## config.mk

```make
export PLATFORM = sky130hd
export DESIGN_NAME = elm_layer_sequencer
export DESIGN_NICKNAME = d
export VERILOG_FILES = /design/src/rtl/elm_layer_sequencer_pkg.sv /design/src/rtl/elm_layer_sequencer_capture_bank.sv /design/src/rtl/elm_layer_sequencer.sv
export SDC_FILE = /design/constraint.sdc
export NUM_CORES = 2
export LEC_CHECK = 0
export ABC_AREA = 1
export CORE_AREA = 2 2 517 519
export CTS_CLUSTER_SIZE = 10
export DETAILED_ROUTE_END_ITERATION = 10
export DIE_AREA = 0 0 519 521
export SLEW_MARGIN = 20
export SYNTH_ARGS = -nofsm -noshare
export SYNTH_HDL_FRONTEND = slang
export SYNTH_SLANG_ARGS = --single-unit
```

## constraint.sdc

```tcl
create_clock -name clk -period 5.5 [get_ports clk]
set_input_delay 1.375 -clock clk [delete_from_list [all_inputs] [get_ports clk]]
set_output_delay 1.375 -clock clk [all_outputs]
set_load 0.1 [all_outputs]
```

## src/rtl/elm_layer_sequencer_pkg.sv

```systemverilog
// Shared state encoding and width helpers for the ELM hidden-layer sequencer.
package elm_layer_sequencer_pkg;

  typedef enum logic [2:0] {
    IDLE   = 3'd0,
    LOAD_W = 3'd1,
    LOAD_B = 3'd2,
    FEED   = 3'd3,
    WAIT   = 3'd4,
    DRAIN  = 3'd5
  } state_e;

  // Width of config_layer_num / config_neuron_num as expected by the neurons.
  function automatic int cfg_num_w(input int dw);
    return 2 * dw + 1;
  endfunction

  // Counters carry one spare bit so they can reach the element count itself.
  function automatic int cnt_w(input int n);
    return $clog2(n) + 1;
  endfunction

  function automatic int idx_w(input int n);
    return (n > 1) ? $clog2(n) : 1;
  endfunction

endpackage

```

## src/rtl/elm_layer_sequencer_capture_bank.sv

```systemverilog
// Per-neuron activation capture with a completion mask; captures land 1 cycle after outvalid.
// No backpressure: any outvalid while enabled overwrites that neuron's slot.
module elm_capture_bank
  import elm_layer_sequencer_pkg::*;
#(
  parameter int numNeuron = 64,
  parameter int romWidth  = 16,
  localparam int IW       = idx_w(numNeuron)
) (
  input  logic                          clk,
  input  logic                          rst,
  input  logic                          clear_i,
  input  logic                          cap_en_i,
  input  logic [numNeuron-1:0]          outvalid_i,
  input  logic [numNeuron*romWidth-1:0] data_i,
  input  logic [IW-1:0]                 rd_idx_i,
  output logic                          all_done_o,
  output logic [romWidth-1:0]           rd_data_o
);

  logic [romWidth-1:0]  cap_q [numNeuron];
  logic [numNeuron-1:0] mask_q;

  always_ff @(posedge clk) begin
    // Clear wins over a same-cycle capture so the next vector starts clean.
    if (rst || clear_i) begin
      mask_q <= '0;
    end else if (cap_en_i) begin
      mask_q <= mask_q | outvalid_i;
    end
    for (int i = 0; i < numNeuron; i++) begin
      if (rst) begin
        cap_q[i] <= '0;
      end else if (cap_en_i && outvalid_i[i]) begin
        cap_q[i] <= data_i[i*romWidth +: romWidth];
      end
    end
  end

  assign all_done_o = &mask_q;
  assign rd_data_o  = cap_q[rd_idx_i];

endmodule

```

## src/rtl/elm_layer_sequencer.sv

```systemverilog
// ELM hidden-layer controller: loads weights/biases, broadcasts one input vector, drains activations.
// Neuron strobes are registered (1 cycle after handshake); out_data/out_valid hold while out_ready is low.
module elm_layer_sequencer
  import elm_layer_sequencer_pkg::*;
#(
  parameter int dataWidth = 16,
  parameter int romWidth  = 16,
  parameter int numWeight = 128,
  parameter int numNeuron = 64,
  parameter int layerNo   = 1,
  localparam int CFG_W    = cfg_num_w(dataWidth)
) (
  input  logic                          clk,
  input  logic                          rst,
  input  logic                          load_start,
  input  logic                          cfg_valid,
  output logic                          cfg_ready,
  input  logic [dataWidth-1:0]          cfg_data,
  output logic                          weightValid,
  output logic [dataWidth-1:0]          weightValue,
  output logic [numNeuron-1:0]          biasValid,
  output logic [dataWidth-1:0]          biasValue,
  output logic [CFG_W-1:0]              config_layer_num,
  output logic [CFG_W-1:0]              config_neuron_num,
  input  logic                          in_valid,
  output logic                          in_ready,
  input  logic [dataWidth-1:0]          in_data,
  output logic                          myinputValid,
  output logic [dataWidth-1:0]          myinput,
  input  logic [numNeuron*romWidth-1:0] neuron_out,
  input  logic [numNeuron-1:0]          neuron_outvalid,
  output logic                          out_valid,
  input  logic                          out_ready,
  output logic [romWidth-1:0]           out_data,
  output logic                          out_last,
  output logic                          busy,
  output logic                          loaded
);

  localparam int KW = cnt_w(numWeight);
  localparam int NW = cnt_w(numNeuron);
  localparam int IW = idx_w(numNeuron);

  localparam logic [KW-1:0] K_LAST = KW'(numWeight - 1);
  localparam logic [NW-1:0] N_LAST = NW'(numNeuron - 1);

  state_e               state_q, state_d;
  logic [KW-1:0]        k_q, k_d;
  logic [NW-1:0]        n_q, n_d;
  logic [NW-1:0]        d_q, d_d;
  logic                 loaded_q, loaded_d;
  logic                 weight_vld_q, weight_vld_d;
  logic [dataWidth-1:0] weight_dat_q, weight_dat_d;
  logic [numNeuron-1:0] bias_vld_q, bias_vld_d;
  logic [dataWidth-1:0] bias_dat_q, bias_dat_d;
  logic [CFG_W-1:0]     cfg_layer_q, cfg_layer_d;
  logic [CFG_W-1:0]     cfg_neuron_q, cfg_neuron_d;
  logic                 inp_vld_q, inp_vld_d;
  logic [dataWidth-1:0] inp_dat_q, inp_dat_d;

  logic                 cap_clear;
  logic                 cap_en;
  logic                 all_done;
  logic [romWidth-1:0]  rd_data;
  logic                 cfg_hs;
  logic                 in_hs;

  assign cfg_ready = (state_q == LOAD_W) || (state_q == LOAD_B);
  assign in_ready  = (state_q == FEED);
  assign busy      = (state_q != IDLE);
  assign cap_en    = (state_q == FEED) || (state_q == WAIT) || (state_q == DRAIN);
  assign cfg_hs    = cfg_valid && cfg_ready;
  assign in_hs     = in_valid && in_ready;

  assign out_valid = (state_q == DRAIN);
  assign out_data  = (state_q == DRAIN) ? rd_data : '0;
  assign out_last  = (state_q == DRAIN) && (d_q == N_LAST);

  always_comb begin
    state_d      = state_q;
    k_d          = k_q;
    n_d          = n_q;
    d_d          = d_q;
    loaded_d     = loaded_q;
    weight_vld_d = 1'b0;
    weight_dat_d = weight_dat_q;
    bias_vld_d   = '0;
    bias_dat_d   = bias_dat_q;
    cfg_layer_d  = cfg_layer_q;
    cfg_neuron_d = cfg_neuron_q;
    inp_vld_d    = 1'b0;
    inp_dat_d    = inp_dat_q;
    cap_clear    = 1'b0;

    case (state_q)
      IDLE: begin
        if (load_start) begin
          loaded_d = 1'b0;
          n_d      = '0;
          k_d      = '0;
          state_d  = LOAD_W;
        end else if (in_valid) begin
          // Only arm the feed here; the first word is taken once in_ready is up.
          k_d     = '0;
          state_d = FEED;
        end
      end
      LOAD_W: begin
        if (cfg_hs) begin
          weight_dat_d = cfg_data;
          weight_vld_d = 1'b1;
          cfg_layer_d  = CFG_W'(layerNo);
          cfg_neuron_d = CFG_W'(n_q);
          k_d          = k_q + 1'b1;
          if (k_q == K_LAST) begin
            state_d = LOAD_B;
          end
        end
      end
      LOAD_B: begin
        if (cfg_hs) begin
          bias_dat_d = cfg_data;
          bias_vld_d = numNeuron'(1) << n_q;
          if (n_q == N_LAST) begin
            loaded_d = 1'b1;
            state_d  = IDLE;
          end else begin
            n_d     = n_q + 1'b1;
            k_d     = '0;
            state_d = LOAD_W;
          end
        end
      end
      FEED: begin
        if (in_hs) begin
          inp_dat_d = in_data;
          inp_vld_d = 1'b1;
          k_d       = k_q + 1'b1;
          if (k_q == K_LAST) begin
            state_d = WAIT;
          end
        end
      end
      WAIT: begin
        // all_done is a registered mask, so DRAIN starts after the final capture settles.
        if (all_done) begin
          d_d     = '0;
          state_d = DRAIN;
        end
      end
      DRAIN: begin
        if (out_ready) begin
          if (d_q == N_LAST) begin
            cap_clear = 1'b1;
            state_d   = IDLE;
          end else begin
            d_d = d_q + 1'b1;
          end
        end
      end
      default: state_d = IDLE;
    endcase
  end

  always_ff @(posedge clk) begin
    if (rst) begin
      state_q      <= IDLE;
      k_q          <= '0;
      n_q          <= '0;
      d_q          <= '0;
      loaded_q     <= 1'b0;
      weight_vld_q <= 1'b0;
      weight_dat_q <= '0;
      bias_vld_q   <= '0;
      bias_dat_q   <= '0;
      cfg_layer_q  <= '0;
      cfg_neuron_q <= '0;
      inp_vld_q    <= 1'b0;
      inp_dat_q    <= '0;
    end else begin
      state_q      <= state_d;
      k_q          <= k_d;
      n_q          <= n_d;
      d_q          <= d_d;
      loaded_q     <= loaded_d;
      weight_vld_q <= weight_vld_d;
      weight_dat_q <= weight_dat_d;
      bias_vld_q   <= bias_vld_d;
      bias_dat_q   <= bias_dat_d;
      cfg_layer_q  <= cfg_layer_d;
      cfg_neuron_q <= cfg_neuron_d;
      inp_vld_q    <= inp_vld_d;
      inp_dat_q    <= inp_dat_d;
    end
  end

  assign weightValid       = weight_vld_q;
  assign weightValue       = weight_dat_q;
  assign biasValid         = bias_vld_q;
  assign biasValue         = bias_dat_q;
  assign config_layer_num  = cfg_layer_q;
  assign config_neuron_num = cfg_neuron_q;
  assign myinputValid      = inp_vld_q;
  assign myinput           = inp_dat_q;
  assign loaded            = loaded_q;

  elm_capture_bank #(
    .numNeuron (numNeuron),
    .romWidth  (romWidth)
  ) u_capture_bank (
    .clk        (clk),
    .rst        (rst),
    .clear_i    (cap_clear),
    .cap_en_i   (cap_en),
    .outvalid_i (neuron_outvalid),
    .data_i     (neuron_out),
    .rd_idx_i   (d_q[IW-1:0]),
    .all_done_o (all_done),
    .rd_data_o  (rd_data)
  );

endmodule

```

### The metal 1 layer

Scale bar: 200 um.
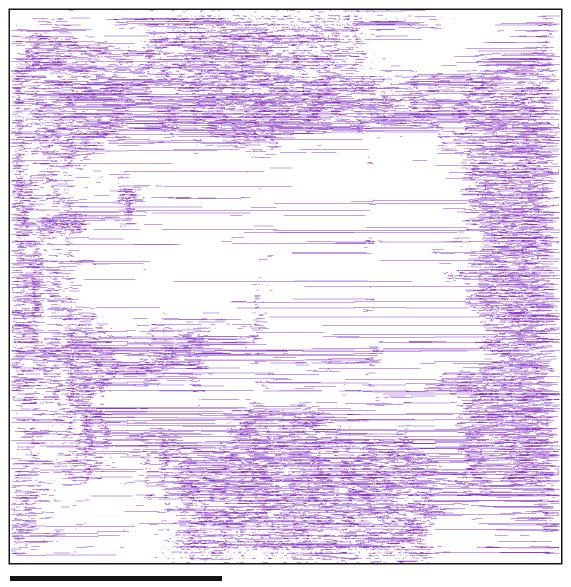
The wires run mostly horizontal. 8406 nets have wire on it. The longest straight run is 225 um. The layer holds 38% of the routed length. The layer carries 121 mm of wire.
Post-Route WL: 321 mm
Vias: 53500
GR met1 Demand/Resource: 27.2%

### M2 wires

Scale bar: 200 um.
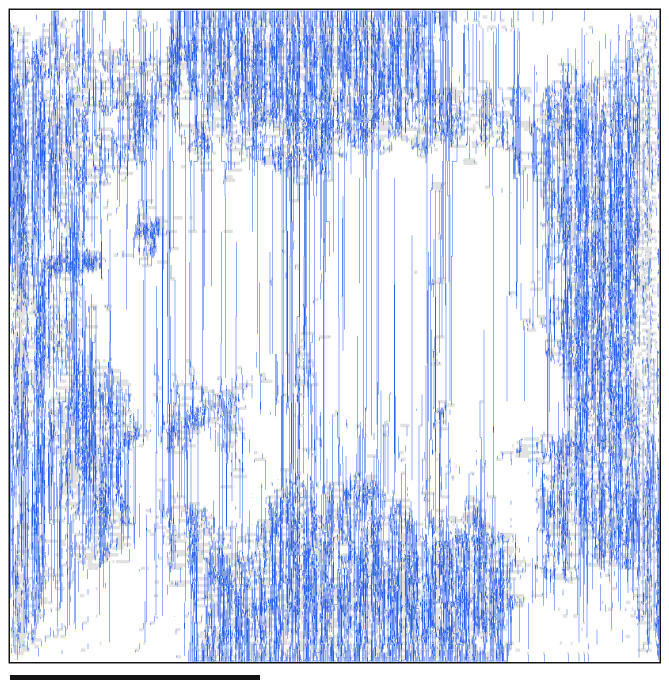
7755 nets have wire on it. The layer holds 47% of the routed length. The layer carries 152 mm of wire.
met2 GRT Util: 37.8%

==> impl_metrics.ini <==
; physical design summary
[floorplanning]
floorplan.core_util_pct = 22.6
dieArea_sq_um = 270000
core_area_sq_um = 264000
io_pins = 1328

[cts]
holdBufCountCts = 0
clk_path_buf_depth = 3
cts_htree_levels = 4
post_cts_buffers = 3
cts_tree = yes
root_buffer = clkbuf_16
clock_latency_ns = 0.80
cts_resized = 16
numCtsBuffers = 155

[final_layout]
final_common_cell = nand2_1
drive_above_1_share_pct = 10.3
nets = 9053
final_core_util_pct = 30.6
syn2layout_area_growth_pct = 35.6
fill_cells = 27900
final_cell_mix = 1558 x nand2_1, 1237 x clkdlybuf4s50_1, 1061 x inv_1

[drt]
drt_drc_violations_left = 0
ant_nets = 0
routedWlPerCell_um = 27.6
dr.max_layer_used = met5
routed-wl-met3_mm = 31.5
dr.pass1.iters = 6
wl_met2_mm = 152

[synthesis]
ys_cells = 6732
ys_ff = 1242
aoi_share_pct = 1.51
edf_count = 1024
top_cells_by_count = 1564 x nand2_1, 1064 x inv_1, 1024 x edfxtp_1, 941 x nand3_1, 835 x nor2_1
ys_sh_mux_pct = 0
synth_warnings = 0
postSynthCellCount = 6732
area_leaders = edfxtp_1 52%, nand2_1 9.8%, nand3_1 7.9%, dfxtp_1 7.3%, inv_1 6.7%
yosys.area_share.simple_pct = 28.7
syn_avg_cell_area_sq_um = 8.86
yosysChipArea_sq_um = 59700
yosys-dominant-comb-family = simple AND/OR/NAND/NOR gates
largest_area_cell = edfxtp_1

[worst_setup_path]
critPathArrivalTime_ns = 4.03
startpoint_type = flip-flop
crit_type = reg -> out
cp_slowest_stage_delay_ns = 0.52
cp_max_fo = 72
crit_top_cell = nand3_1
cpLargestDelayFamily = buffers and inverters
slowest_stage = a21oi_1

[sta]
hold_slack_ns = 0.460
tns_ns = 0
min_period_ns = 5.41
max_freq_mhz = 185
drv_slew = 0
rsz0062_at_grt = false
setup_ws_ns = 0.0931
period_used_pct = 98.3

[global_routing]
grt_pass1_vias = 52900
grt_pass1_wl_mm = 431
use_met3_pct = 6.54

[worst_hold_path]
hold_path.class = reg -> reg

[power_and_ir_drop]
power.share.sequential_pct = 41.6
power_density_nw_per_um2 = 373
swShare_pct = 35.3
leakagePower_nw = 33.8
internal_power_mw = 19.5
p_comb_share_pct = 26.1
p_switching_mw = 10.6

[job]
tool_warnings = 35

[placed_design]
placed_cells = 11300

[status]
status = finished, final reports clean
-- flip-flops by register name, indices dropped and copies added, names as in the netlist, named ones only --
| name | cells |
|---|---|
| biasValid | 64 |
| biasValue | 16 |
| config_layer_num | 1 |
| config_neuron_num | 7 |
| d_q | 7 |
| k_q | 8 |
| loaded | 1 |
| myinput | 16 |
| myinputValid | 1 |
| n_q | 7 |
| state_q | 3 |
| u_capture_bank.cap_q | 1024 |
| u_capture_bank.mask_q | 64 |
| weightValid | 1 |
| weightValue | 16 |
-- power by group through the flow --
| stage | clock, mW | sequential, mW | combinational [mW] |
|---|---|---|---|
| finish | 9.72 | 12.5 | 7.88 |
| global route | 10.2 | 12.6 | 8.41 |
| CTS | 9.85 | 12.5 | 7.96 |
| detailed placement | 0 | 12.7 | 7.91 |
| global placement | 0 | 12.7 | 7.89 |
| floorplan | 0 | 12.8 | 3.95 |
-- final timing paths --
path,depth (start not counted),slack (ns),end,from
setup / recovery,12,0.09,out_data[8],flip-flop
hold reg to reg,2,0.46,n_q[6]$_SDFFE_PP0P_,n_q[6]$_SDFFE_PP0P_
hold / removal,2,0.46,n_q[6]$_SDFFE_PP0P_,n_q[6]$_SDFFE_PP0P_
setup reg to reg,10,2.06,u_capture_bank.cap_q[48][5]$_SDFFCE_PN0P_,state_q[2]$_SDFFE_PP0P_
-- cell type report --
class / instances / area, sq um / area share [%]
diodes: 55 / 138 / 0.170
clock buffers: 222 / 4230 / 5.23
clock inverters: 40 / 424 / 0.524
inverters: 1073 / 4070 / 5.03
multi-input cells: 4058 / 18500 / 22.8
flip-flops and latches: 1242 / 35100 / 43.4
well taps: 3533 / 4420 / 5.46
repair buffers: 1389 / 14000 / 17.4
Power and IR drop assume default switching activity.
